==> images/power_grid.png <==
Bar = 50 um. Pins as bars on the die edge.
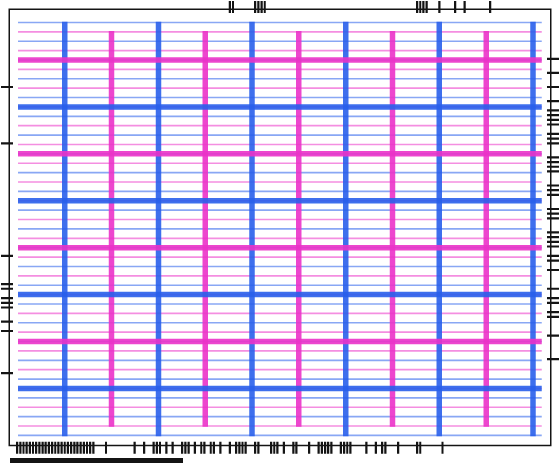
==> images/placement_by_type.png <==
Bar = 50 um.
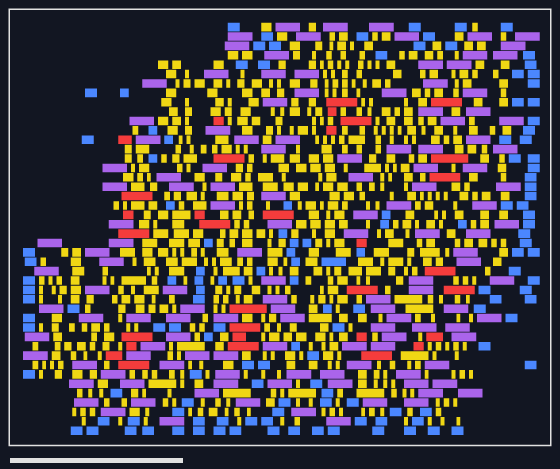
==> images/clk_routes.png <==
Bar = 50 um.
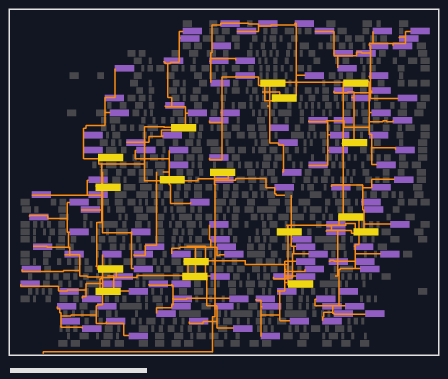
==> images/wires.png <==
Only two layers are drawn.
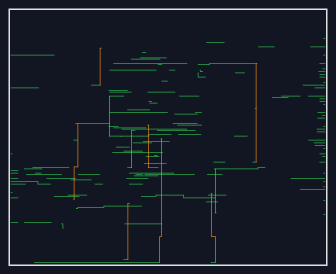
Design lsu_byte_sequencer, sky130hd; sources not shown.
==> changes_impl.md <==
## Flow update

* Outcome: finished, final reports clean
* Flip-flops with a built-in enable at 0
* Switching power summed over all nets at 2860 uW
* Violation count after the first detailed-route iteration at 554
* Area fraction in full adders, half adders and majority gates at 0.0321
* Initial Utilization at 0.399
* Ordered list of cells on the worst path: inv_1 > ha_1 > nor2b_1 > a2bb2oi_1 > inv_1 > or4b_4 > nand2_1 > nand2_1 > or4_1 > a21oi_1
* Top logic cells by instance count in the layout: nand2_1, dfxtp_1, clkdlybuf4s50_1
* Grt peak-use layer: met2
* Path length in cells of the critical path at 10
* Dominant logic cell type in the layout: nand2_1
* Post-Place Cell Area at 8440 um2
* Class of the most critical hold timing path: reg -> reg
* Setup repair after global routing missed its margin: no
* Clock edge transition at the registers on the reported setup and hold paths at 0.06 ns
* Number of tap cells inserted at 230
* Top layer in use: met4
* Simple share at 0.196
* Via count of the first global-routing pass at 6961
* Min Tclk post-route at 3.09 ns
* Layout Nets at 1064
* Combinational cell area excluding buffers and inverters at 4060 um2
* Share of cells above drive strength 1 at 0.0899
* Worst-case hold slack at 0.455 ns
* Fraction of power spent switching nets at 0.434
* Buffer type at the clock tree root: clkbuf_16
* Final hold vios at 0
* Met3 routing resource usage after global routing at 0.0409
* Sum of negative setup slack at 0 ns
* Number of fillers in the final layout at 2147
* Mean instance size in the synthesized netlist at 8.03 um2
* Logic share of the area at 0.448
* Leakage power at 0.00318 uW
* Crit path capture type: register
* Slowest stage delay, CP at 0.64 ns
* TritonCTS clock tree: done
* Layout non-clock buf frac at 0.143
* Reg area at 2640 um2
* Sequential cell area fraction in the yosys report at 0.364
* Critical setup path kind: reg -> reg
* Bufs w/o clock at 135
* Fmax achieved at 0.324 GHz
* Crit path DRT at 4.04 ns
* Detailed-route DRC error count at 0
* Largest net degree at the start of global routing at 67
* Wire length on met2 at 10.6 mm
* Sequential share of power at 0.288
* Dominant kind of combinational cell: AND-OR/OR-AND gates
* Max Fanout on Critical Path at 14
* Summed standard-cell area reported by yosys at 7260 um2
* Largest register FFs at 36
* Global route total overflow at 0
* Routed metal-1 wire length at 11.9 mm
* Worst Setup Start Kind: register
* Pwr per Cell Area at 727 nW/um2
* Level count of the clock H-tree at 4
* Length of the first detailed-routing pass in iterations at 5
* Cell area after synthesis at 7260 um2
* Nets in the synthesized netlist at 1002
* Placed cell count at 1177
* Minimum setup slack in the final design at 0.583 ns
* Placement Setup Slack at 0.604 ns
* Number of inserted diodes at 0
* Chip area at 19700 um2
* Register bit count reported by yosys at 132
* Grt met2 use at 0.371
* Synth Warn # at 6
* Initial antenna violation count at 0
* Share of the clock period used by the worst path at 0.841
* Synthesis-to-layout area growth at 24.7%
* Portion of total power attributed to combinational logic at 0.437
* Dominant flop cell: dfxtp_1
* Top cell category: combinational gates
* WP buf/inv at 2
* Arrival time worst endpoint at 3.45 ns
* Via-to-Cell Ratio at 5.90
* Fraction of the mapped netlist area in compound gates at 0.282
* Multi-input comb cells at 639
* Final Setup Violations at 0
* Port buffer count at 108
* CLK BUF at 19
* Max Cap Viol at 0
## Picture notes: power_grid.png
| net | colour |
|---|---|
| VDD | magenta |
| VSS | blue |
signal pins: 133
met4 straps: 11
width of the die: 157 um
CORE AREA: 18200 um2
worst vdd ir: 0.347 mV
die outline height: 126 um

## Picture notes: placement_by_type.png
| class | colour | cells | share of their area |
|---|---|---|---|
| clock drivers and dummy loads | red | 32 | 7.0% |
| combinational and other logic | yellow | 680 | 48% |
| remaining buffers and delay cells | blue | 135 | 15% |
| sequential cells | purple | 132 | 30% |
Post-Layout Inst Area: 9050 um2
utilization of the core after routing: 0.498
count of standard-cell rows: 44

## Picture notes: clk_routes.png
[flip-flops] purple | count: 132
[clock drivers] yellow | count: 17
[clock wires] orange | length: 2020 um
routed clock nets: 18
worst setup skew after layout: 0.0173 ns
clock latency of the later-clocked register in the worst-skew pair: 0.44 ns
clock group power: 1810 uW
clock network power share: 0.275

## Picture notes: wires.png
| layer | colour | wire length |
|---|---|---|
| metal 4 | orange | 313 um |
| metal 3 | green | 1160 um |
routed length per placed instance: 19.8 um
count of vias placed by the detailed router: 7128
combined global-route utilization of all metal layers: 0.246
aggregate routed wire length: 24.0 mm

-- synthesized netlist by cell type (all sizes together), types with 10 or more instances --
library cell,count,area share
nor3,10,0.0083
dfxtp,132,0.36
a21boi,11,0.011
o31ai,35,0.036
nand2,169,0.087
ha,17,0.029
o2bb2ai,17,0.021
and2,10,0.0086
nand3,15,0.010
nor2,24,0.012
a22o,30,0.036
or4,33,0.034
buf,31,0.027
a21oi,85,0.059
o22ai,10,0.0086
a22oi,20,0.021
a31oi,11,0.0095
a2bb2oi,12,0.014
inv,39,0.020
clkbuf,61,0.032
o21ai,42,0.029
-- power by group through the flow --
stage                     Clock, uW  Sequential (uW)  Combinational (uW)
final                          1810             1900                2870
after global routing           1880             1930                3090
after CTS                      1820             1890                2850
after detailed placement          0             1920                2820
after global placement            0             1910                2740
after floorplan                   0             2210                1670
Power and IR drop assume default switching activity.
